**Run 1: M1 wires**

Cells faint in the background.
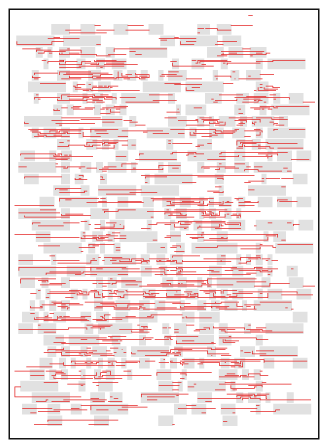
**Run 1: routing congestion map**

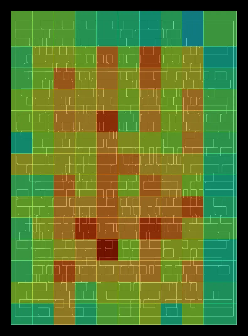
**Run 1: metal 3**

Cells faint in the background.
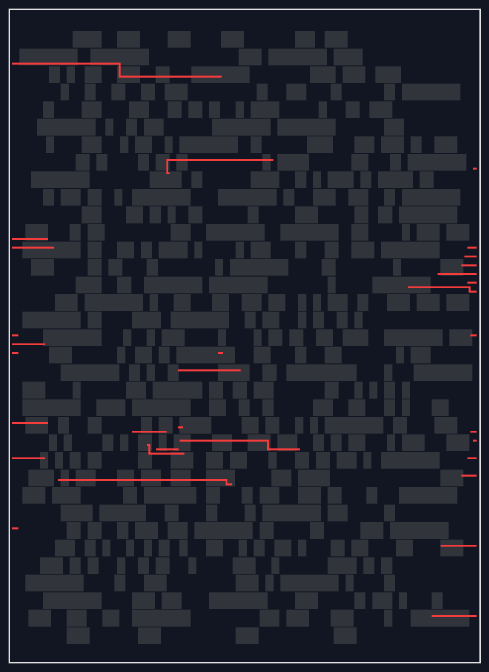
[config.mk]
export PLATFORM = sky130hd
export DESIGN_NAME = vga_timing_generator
export DESIGN_NICKNAME = d
export VERILOG_FILES = /design/src/rtl/vga_timing_pkg.sv /design/src/rtl/scaled_axis_counter.sv /design/src/rtl/vga_timing_generator.sv
export SDC_FILE = /design/constraint.sdc
export NUM_CORES = 1
export LEC_CHECK = 0
export CELL_PAD_IN_SITES_DETAIL_PLACEMENT = 1
export CELL_PAD_IN_SITES_GLOBAL_PLACEMENT = 1
export CORE_ASPECT_RATIO = 1.4
export CORE_MARGIN = 1
export CORE_UTILIZATION = 40
export CTS_BUF_LIST = sky130_fd_sc_hd__clkbuf_4 sky130_fd_sc_hd__clkbuf_8
export CTS_CLUSTER_SIZE = 25
export DETAILED_ROUTE_END_ITERATION = 16
export PLACE_DENSITY_LB_ADDON = 0.1
export SETUP_SLACK_MARGIN = 0.1
export SYNTH_ARGS = -nofsm -noshare
export SYNTH_HDL_FRONTEND = slang
export SYNTH_HIERARCHICAL = 1
export SYNTH_SLANG_ARGS = --single-unit
[constraint.sdc]
create_clock -name clk -period 4.3 [get_ports clk]
set_input_delay 1.29 -clock clk [delete_from_list [all_inputs] [get_ports clk]]
set_output_delay 1.29 -clock clk [all_outputs]
set_load 0.05 [all_outputs]
[src/rtl/vga_timing_pkg.sv]
// Shared raster timing types, the per-axis region decoder and the 640x480@60 defaults.
package vga_timing_pkg;

  typedef enum logic [1:0] {SYNC, BACK, VISIBLE, FRONT} region_t;

  typedef struct packed {
    int unsigned sync;
    int unsigned back;
    int unsigned visible;
    int unsigned front;
  } axis_timing_t;

  typedef struct packed {
    axis_timing_t h;
    axis_timing_t v;
  } vga_timing_t;

  localparam int unsigned DEF_H_VISIBLE = 640;
  localparam int unsigned DEF_H_FRONT   = 16;
  localparam int unsigned DEF_H_SYNC    = 96;
  localparam int unsigned DEF_H_BACK    = 48;
  localparam int unsigned DEF_V_VISIBLE = 480;
  localparam int unsigned DEF_V_FRONT   = 10;
  localparam int unsigned DEF_V_SYNC    = 2;
  localparam int unsigned DEF_V_BACK    = 33;
  localparam int unsigned DEF_SCALE_X   = 5;
  localparam int unsigned DEF_SCALE_Y   = 5;

  // Regions run sync, back porch, visible, front porch from position 0.
  function automatic region_t decode(input logic [31:0] cnt, input axis_timing_t t);
    if (cnt < t.sync)
      return SYNC;
    else if (cnt < t.sync + t.back)
      return BACK;
    else if (cnt < t.sync + t.back + t.visible)
      return VISIBLE;
    else
      return FRONT;
  endfunction

endpackage

[src/rtl/scaled_axis_counter.sv]
// Down-scaled coordinate for one axis: a phase counter divides visible steps by SCALE.
module scaled_axis_counter #(
  parameter int unsigned SCALE   = 5,
  parameter int unsigned VISIBLE = 640,
  parameter int unsigned OUT_W   = 7
) (
  input  logic             clk,
  input  logic             reset_n,
  input  logic             advance,
  input  logic             in_window,
  input  logic             window_start,
  output logic [OUT_W-1:0] scl_cnt
);

  localparam int unsigned PW   = (SCALE > 1) ? $clog2(SCALE) : 1;
  localparam int unsigned LAST = (VISIBLE + SCALE - 1) / SCALE - 1;

  logic [PW-1:0]    phase_d, phase_q;
  logic [OUT_W-1:0] cnt_d, cnt_q;

  always_comb begin
    phase_d = phase_q;
    cnt_d   = cnt_q;
    if (advance) begin
      if (!in_window || window_start) begin
        phase_d = '0;
        cnt_d   = '0;
      end else if (phase_q == PW'(SCALE - 1)) begin
        phase_d = '0;
        // The last column may be partial; never count past it.
        if (cnt_q != OUT_W'(LAST))
          cnt_d = cnt_q + 1'b1;
      end else begin
        phase_d = phase_q + 1'b1;
      end
    end
  end

  always_ff @(posedge clk or negedge reset_n) begin
    if (!reset_n) begin
      phase_q <= '0;
      cnt_q   <= '0;
    end else begin
      phase_q <= phase_d;
      cnt_q   <= cnt_d;
    end
  end

  assign scl_cnt = cnt_q;

endmodule

[src/rtl/vga_timing_generator.sv]
// Raster timing generator: H/V counters, syncs, display enable, scaled coordinates and markers.
// All outputs are registered from the next-state counters so they stay coherent with hor/ver.
module vga_timing_generator
  import vga_timing_pkg::*;
#(
  parameter int unsigned H_VISIBLE = DEF_H_VISIBLE,
  parameter int unsigned H_FRONT   = DEF_H_FRONT,
  parameter int unsigned H_SYNC    = DEF_H_SYNC,
  parameter int unsigned H_BACK    = DEF_H_BACK,
  parameter int unsigned V_VISIBLE = DEF_V_VISIBLE,
  parameter int unsigned V_FRONT   = DEF_V_FRONT,
  parameter int unsigned V_SYNC    = DEF_V_SYNC,
  parameter int unsigned V_BACK    = DEF_V_BACK,
  parameter int unsigned SCALE_X   = DEF_SCALE_X,
  parameter int unsigned SCALE_Y   = DEF_SCALE_Y,
  parameter bit          HSYNC_POL = 1'b0,
  parameter bit          VSYNC_POL = 1'b0,
  localparam int unsigned H_TOTAL  = H_VISIBLE + H_FRONT + H_SYNC + H_BACK,
  localparam int unsigned V_TOTAL  = V_VISIBLE + V_FRONT + V_SYNC + V_BACK,
  localparam int unsigned HW       = $clog2(H_TOTAL),
  localparam int unsigned VW       = $clog2(V_TOTAL),
  localparam int unsigned SXN      = (H_VISIBLE + SCALE_X - 1) / SCALE_X,
  localparam int unsigned SYN      = (V_VISIBLE + SCALE_Y - 1) / SCALE_Y,
  localparam int unsigned SXW      = (SXN > 1) ? $clog2(SXN) : 1,
  localparam int unsigned SYW      = (SYN > 1) ? $clog2(SYN) : 1
) (
  input  logic           clk,
  input  logic           reset_n,
  input  logic           ce,
  output logic [HW-1:0]  hor_cnt,
  output logic [VW-1:0]  ver_cnt,
  output logic [SXW-1:0] scl_hor_cnt,
  output logic [SYW-1:0] scl_ver_cnt,
  output logic           hsync,
  output logic           vsync,
  output logic           de,
  output logic           line_start,
  output logic           frame_start
);

  localparam axis_timing_t H_TIM = '{sync: H_SYNC, back: H_BACK, visible: H_VISIBLE, front: H_FRONT};
  localparam axis_timing_t V_TIM = '{sync: V_SYNC, back: V_BACK, visible: V_VISIBLE, front: V_FRONT};

  logic [HW-1:0] hor_d, hor_q;
  logic [VW-1:0] ver_d, ver_q;
  logic          hsync_d, hsync_q;
  logic          vsync_d, vsync_q;
  logic          de_d, de_q;
  logic          line_start_d, line_start_q;
  logic          frame_start_d, frame_start_q;
  logic          h_wrap, v_wrap;
  logic          h_vis_d, v_vis_d;
  logic          h_start_d, v_start_d;

  always_comb begin
    h_wrap        = (hor_q == HW'(H_TOTAL - 1));
    v_wrap        = (ver_q == VW'(V_TOTAL - 1));
    hor_d         = hor_q;
    ver_d         = ver_q;
    line_start_d  = line_start_q;
    frame_start_d = frame_start_q;
    if (ce) begin
      hor_d = h_wrap ? '0 : hor_q + 1'b1;
      if (h_wrap)
        ver_d = v_wrap ? '0 : ver_q + 1'b1;
      line_start_d  = h_wrap;
      frame_start_d = h_wrap && v_wrap;
    end
    // Decoding the held position when ce is low reproduces the current outputs.
    h_vis_d   = (decode(32'(hor_d), H_TIM) == VISIBLE);
    v_vis_d   = (decode(32'(ver_d), V_TIM) == VISIBLE);
    h_start_d = (hor_d == HW'(H_SYNC + H_BACK));
    v_start_d = (ver_d == VW'(V_SYNC + V_BACK));
    hsync_d   = (decode(32'(hor_d), H_TIM) == SYNC) ? HSYNC_POL : ~HSYNC_POL;
    vsync_d   = (decode(32'(ver_d), V_TIM) == SYNC) ? VSYNC_POL : ~VSYNC_POL;
    de_d      = h_vis_d && v_vis_d;
  end

  always_ff @(posedge clk or negedge reset_n) begin
    if (!reset_n) begin
      hor_q         <= '0;
      ver_q         <= '0;
      hsync_q       <= HSYNC_POL;
      vsync_q       <= VSYNC_POL;
      de_q          <= 1'b0;
      line_start_q  <= 1'b0;
      frame_start_q <= 1'b0;
    end else begin
      hor_q         <= hor_d;
      ver_q         <= ver_d;
      hsync_q       <= hsync_d;
      vsync_q       <= vsync_d;
      de_q          <= de_d;
      line_start_q  <= line_start_d;
      frame_start_q <= frame_start_d;
    end
  end

  scaled_axis_counter #(
    .SCALE   (SCALE_X),
    .VISIBLE (H_VISIBLE),
    .OUT_W   (SXW)
  ) u_scl_x (
    .clk          (clk),
    .reset_n      (reset_n),
    .advance      (ce),
    .in_window    (h_vis_d),
    .window_start (h_start_d),
    .scl_cnt      (scl_hor_cnt)
  );

  // The row counter only steps when a line wraps.
  scaled_axis_counter #(
    .SCALE   (SCALE_Y),
    .VISIBLE (V_VISIBLE),
    .OUT_W   (SYW)
  ) u_scl_y (
    .clk          (clk),
    .reset_n      (reset_n),
    .advance      (ce && h_wrap),
    .in_window    (v_vis_d),
    .window_start (v_start_d),
    .scl_cnt      (scl_ver_cnt)
  );

  assign hor_cnt     = hor_q;
  assign ver_cnt     = ver_q;
  assign hsync       = hsync_q;
  assign vsync       = vsync_q;
  assign de          = de_q;
  assign line_start  = line_start_q;
  assign frame_start = frame_start_q;

endmodule

==> impl_summary.log, run 1 <==
[flow] collecting metrics
INFO  metric max_stage_delay = 0.53 ns
INFO  metric ant_nets = 0
INFO  metric synth-main-ff-cell = sky130_fd_sc_hd__dfrtp_1
INFO  metric chipWidth = 72.8 µm
INFO  metric core_util_floorplan = 0.419
INFO  metric synth.lib_cells_used.distinct = 70
INFO  metric place_congestion = 0.784
INFO  metric run_status = complete, no violations
INFO  metric warning_count = 29
INFO  metric wirelength_met1 = 3.41 mm
INFO  metric worst_hold_path_type = reg -> reg
INFO  metric max_slew_margin = 0.664
INFO  metric clkSlewWorstSetupHoldPaths = 0.09 ns
INFO  metric final_layout_top_logic_cell = sky130_fd_sc_hd__dfrtp_1
INFO  metric cell_with_the_biggest_individual_delay_on_the_critical_path = sky130_fd_sc_hd__clkdlybuf4s50_1
INFO  metric crit_path_end_kind = flop
INFO  metric critical_path.max_fanout = 6
INFO  metric final_period_minus_worst_setup_slack = 3.92 ns
INFO  metric p_per_area = 329 mW/mm²
INFO  metric wl_met3 = 193 µm
INFO  metric yosysTopAreaCellShare = 0.401
INFO  metric htree_num_levels = 2
INFO  metric ctsHoldBuffers = 0
INFO  metric edff_count_synth = 0
INFO  metric yosysWarningCount = 6
INFO  metric syn_inst = 302
INFO  metric top_cells_by_count = 45 x sky130_fd_sc_hd__dfrtp_1, 27 x sky130_fd_sc_hd__nand2_1, 27 x sky130_fd_sc_hd__nand3_1
INFO  metric finClkSkew = 0.00741 ns
INFO  metric chip_area = 0.00736 mm²
INFO  metric clk-insertion-delay-late = 0.31 ns
INFO  metric p_seq_frac = 0.437
INFO  metric report.final.hold_viol_count = 0
INFO  metric cell_family_contributing_the_most_delay_on_the_critical_path = simple AND/OR/NAND/NOR gates
INFO  metric hold-worst-slack = 0.501 ns
INFO  metric switching_power = 407 µW
INFO  metric sequentialPower = 503 µW
INFO  metric seq_area_frac_synth = 0.401
INFO  metric powerComb = 305 µW
INFO  metric ys_chip_area = 0.00281 mm²
INFO  metric ys.flops = 45
INFO  metric worst_ep_required_time = 4.53 ns
INFO  metric max-clock-path-buffers = 2
INFO  metric grtUsageTotal = 0.222
INFO  metric static-leakage-power = 0.00148 µW
INFO  metric core.rowCount = 35
INFO  metric grt_pass1_wl = 12.8 mm
INFO  metric max_cap_viol_count = 0
INFO  metric finalSetupTns = 0 ns
INFO  metric pg_clk = 343 µW
INFO  metric cts_buffers = 5
INFO  metric timing_worst_slew_pin_value = 0.502 ns
INFO  metric clock_sinks = 45
INFO  metric power.clock.fraction = 0.298
INFO  metric globalRoute.totalOverflow = 0
INFO  metric worst-path-buf-inv = 4
INFO  metric initial_antenna_violation_count = 0
INFO  metric fp_nets = 314
INFO  metric p_int = 743 µW
INFO  metric synthArstFlopShare = 1.00
INFO  metric synth.largest_area_cell = sky130_fd_sc_hd__dfrtp_1
INFO  metric most_frequent_cell_after_synthesis = sky130_fd_sc_hd__dfrtp_1
INFO  metric area_delta_synth_final = 24.4%
INFO  metric syn-mean-instance-area = 9.30 µm²
INFO  metric worst_ep_arrival_time = 4.14 ns
INFO  metric worst-setup-path-type = in -> reg
Notes on 'M1 wires' above:
longest straight run = 26.7 µm
wire length on this layer = 3,410 µm
main direction = horizontal
nets with wire on the layer = 327
share of all routed wire = 46%

Notes on 'routing congestion map' above:
GR peak layer: met2
M1 GR Usage: 0.280
met3 GRT Util: 0.0398
utilization after layout: 0.521
average wire per cell in the routed design: 16.5 µm

Notes on 'metal 3' above:
share of all routed wire = 2.6%
wire length on this layer = 193 µm

==> run 1: cell type report <==
type                            count  area (µm²)
Fill cell                         782        3210
Multi-Input combinational cell    225        1530
Sequential cell                    45        1130
Timing Repair Buffer               58         533
Tap cell                           92         115
Clock buffer                        6        76.3
Inverter                           20        75.1
Clock inverter                      2        38.8
==> run 1: per-stage QoR <==
step	cells	instance area, µm²	worst slack, ns	util	total power [µW]
2_1_floorplan	302	2810	0.670	-	709
3_3_place_gp	439	3370	0.126	0.503	813
3_5_place_dp	439	3370	0.0198	0.503	817
4_1_cts	447	3490	0.335	0.520	1160
5_1_grt	448	3490	0.123	0.521	1210
6_report	448	3490	0.382	0.521	1150
==> run 1: cells by family after synthesis <==
family | share of synthesized area
and+or+nand+nor | 0.267
DFF | 0.401
xor gates and xnor gates | 0.0343
adders and majority gates | 0.0401
buffers and inverters | 0.0544
AOI/OAI and AO/OA | 0.185
muxes | 0.0187
==> run 1: worst paths after layout <==
path	from	to	slack [ns]	cells after the start
worst max-delay path	ce	u_scl_y/scl_cnt[3]$_DFFE_PN0P_	0.38	12
worst min-delay path	u_scl_y/phase_q[2]$_DFFE_PN0P_	u_scl_y/phase_q[2]$_DFFE_PN0P_	0.50	1
worst max register to register	hor_cnt[0]$_DFF_PN0_	u_scl_x/scl_cnt[1]$_DFFE_PN0P_	1.12	12
worst min register to register	u_scl_y/phase_q[2]$_DFFE_PN0P_	u_scl_y/phase_q[2]$_DFFE_PN0P_	0.50	1
max in group asynchronous	reset_n	ver_cnt[4]$_DFF_PN0_	2.68	2
min in group asynchronous	reset_n	hor_cnt[3]$_DFF_PN0_	0.89	1
--- run 2 (diff from run 1) ---
==> constraint.sdc (replaced) <==
create_clock -name clk -period 4.3 [get_ports clk]
set_input_delay 0.43 -clock clk [delete_from_list [all_inputs] [get_ports clk]]
set_output_delay 0.43 -clock clk [all_outputs]
set_load 0.05 [all_outputs]
**Run 2: register map, names as in the netlist**

The bar under the picture is 20 µm long.
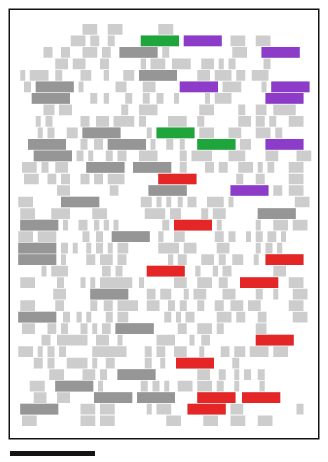
u_scl_x/phase_q -> green  # flops 3
u_scl_x/scl_cnt -> purple  # flops 7, where top right
hor_cnt -> red  # flops 10

==> run 2 against run 1 <==
Net effect:
- critical path depth unchanged
- combinational power about the same
- setup slack better by 0.24 ns
- largest power group unchanged
- clock skew up 0.0015 ns
- hold slack worse by 0.19 ns
- area after synthesis unchanged
- first-iteration DRC count down 5.0%
- register-to-register slack worse by 0.50 ns
- synthesized cell count unchanged
- core utilization down 1.9 points
==> impl_summary.log, run 2 <==
[flow] collecting metrics
INFO  metric synthArstFlopShare = 1.00 (unchanged)
INFO  metric yosysTopAreaCellShare = 0.401 (unchanged)
INFO  metric worst_ep_arrival_time = 3.90 ns (-0.24 ns)
INFO  metric initial_antenna_violation_count = 0 (unchanged)
INFO  metric ant_nets = 0 (unchanged)
INFO  metric critical_path.max_fanout = 10 (+4)
INFO  metric warning_count = 29 (unchanged)
INFO  metric ctsHoldBuffers = 0 (unchanged)
INFO  metric cell_with_the_biggest_individual_delay_on_the_critical_path = sky130_fd_sc_hd__dfrtp_1
INFO  metric grt_pass1_wl = 12.7 mm (-1.1%)
INFO  metric powerComb = 302 µW (about the same)
INFO  metric syn_inst = 302 (unchanged)
INFO  metric max_stage_delay = 0.46 ns (-0.07 ns)
INFO  metric worst-path-buf-inv = 1 (-3)
INFO  metric run_status = complete, no violations
INFO  metric crit_path_end_kind = flop
INFO  metric max_cap_viol_count = 0 (unchanged)
INFO  metric post-place-cells = 427 (-2.7%)
INFO  metric max_slew_margin = 0.307 (-0.358)
INFO  metric p_int = 677 µW (-8.9%)
INFO  metric rr_startpoint = hor_cnt[0]$_DFF_PN0_
INFO  metric finClkSkew = 0.00889 ns (+0.00148 ns)
INFO  metric globalRoute.totalOverflow = 0 (unchanged)
INFO  metric worst_hold_path_type = in -> async
INFO  metric timing_worst_slew_pin_value = 1.04 ns (+0.538 ns)
INFO  metric power.clock.fraction = 0.252 (-0.046)
INFO  metric pg_clk = 271 µW (-21%)
INFO  metric grtUsageTotal = 0.220 (-0.00183)
INFO  metric report.final.hold_viol_count = 0 (unchanged)
INFO  metric synth-main-ff-cell = sky130_fd_sc_hd__dfrtp_1
INFO  metric sequentialPower = 504 µW (about the same)
INFO  metric final_period_minus_worst_setup_slack = 3.68 ns (-0.236 ns)
INFO  metric chipWidth = 72.8 µm (unchanged)
INFO  metric cts_buffers = 5 (unchanged)
INFO  metric place_congestion = 0.798 (+1.8%)
INFO  metric most_frequent_cell_after_synthesis = sky130_fd_sc_hd__dfrtp_1
INFO  metric synth.lib_cells_used.distinct = 70 (unchanged)
INFO  metric p_seq_frac = 0.468 (+0.031)
INFO  metric core.rowCount = 35 (unchanged)
INFO  metric final_layout_top_logic_cell = sky130_fd_sc_hd__dfrtp_1
INFO  metric worst_ep_required_time = 4.52 ns (about the same)
INFO  metric switching_power = 400 µW (-1.6%)
INFO  metric syn-mean-instance-area = 9.30 µm² (unchanged)
INFO  metric top_cells_by_count = 45 x sky130_fd_sc_hd__dfrtp_1, 27 x sky130_fd_sc_hd__nand2_1, 27 x sky130_fd_sc_hd__nand3_1
INFO  metric area_delta_synth_final = 19.9%
run 2: cell counts after synthesis:
Identical to the previous run, type by type.
run 2: final cells by class:
type	instances	area, µm²
clock buffer	6	76.3
clock inverter	2	10.0
tap	92	115
sequential	45	1130
multi-input combinational	225	1530
inverter	20	75.1
timing repair buffer	45	435
fill	800	3330
run 2: per-stage QoR:
step / util / setup slack (ns) / hold WS (ns) / power, µW / area [µm²]
2_1_floorplan: - / 0.970 / 0.134 / 709 / 2810
3_3_place_gp: 0.490 / 0.497 / 0.480 / 808 / 3280
3_5_place_dp: 0.490 / 0.364 / 0.497 / 818 / 3280
4_1_cts: 0.503 / 0.631 / 0.346 / 1090 / 3370
5_1_grt: 0.503 / 0.282 / 0.392 / 1140 / 3370
6_report: 0.503 / 0.618 / 0.309 / 1080 / 3370
run 2: path summary, 6_finish.rpt:
kind | slack, ns | to
worst max-delay path | 0.62 | u_scl_y/phase_q[0]$_DFFE_PN0P_
worst min-delay path | 0.31 | hor_cnt[3]$_DFF_PN0_
worst max register to register | 0.62 | u_scl_y/phase_q[0]$_DFFE_PN0P_
worst min register to register | 0.51 | u_scl_y/phase_q[2]$_DFFE_PN0P_
max in group asynchronous | 3.35 | u_scl_y/phase_q[1]$_DFFE_PN0P_
min in group clk | 0.51 | u_scl_y/phase_q[2]$_DFFE_PN0P_
run 2: cell families after synthesis:
group           Yosys count  synth area share
compound gates           70             0.185
xor+xnor                 11            0.0343
fa+ha+maj                 9            0.0401
buf+inv                  32            0.0544
flops                    45             0.401
mux                       5            0.0187
simple gates            130             0.267
run 2: layer usage:
layer | GRT usage | routed length [µm]
met1 | 0.279 | 3340
met2 | 0.388 | 3700
met3 | 0.0289 | 165
met4 | 0.0664 | 108
met5 | 0 | 0
Power figures rest on the tool's default switching activity, not on a simulated workload.
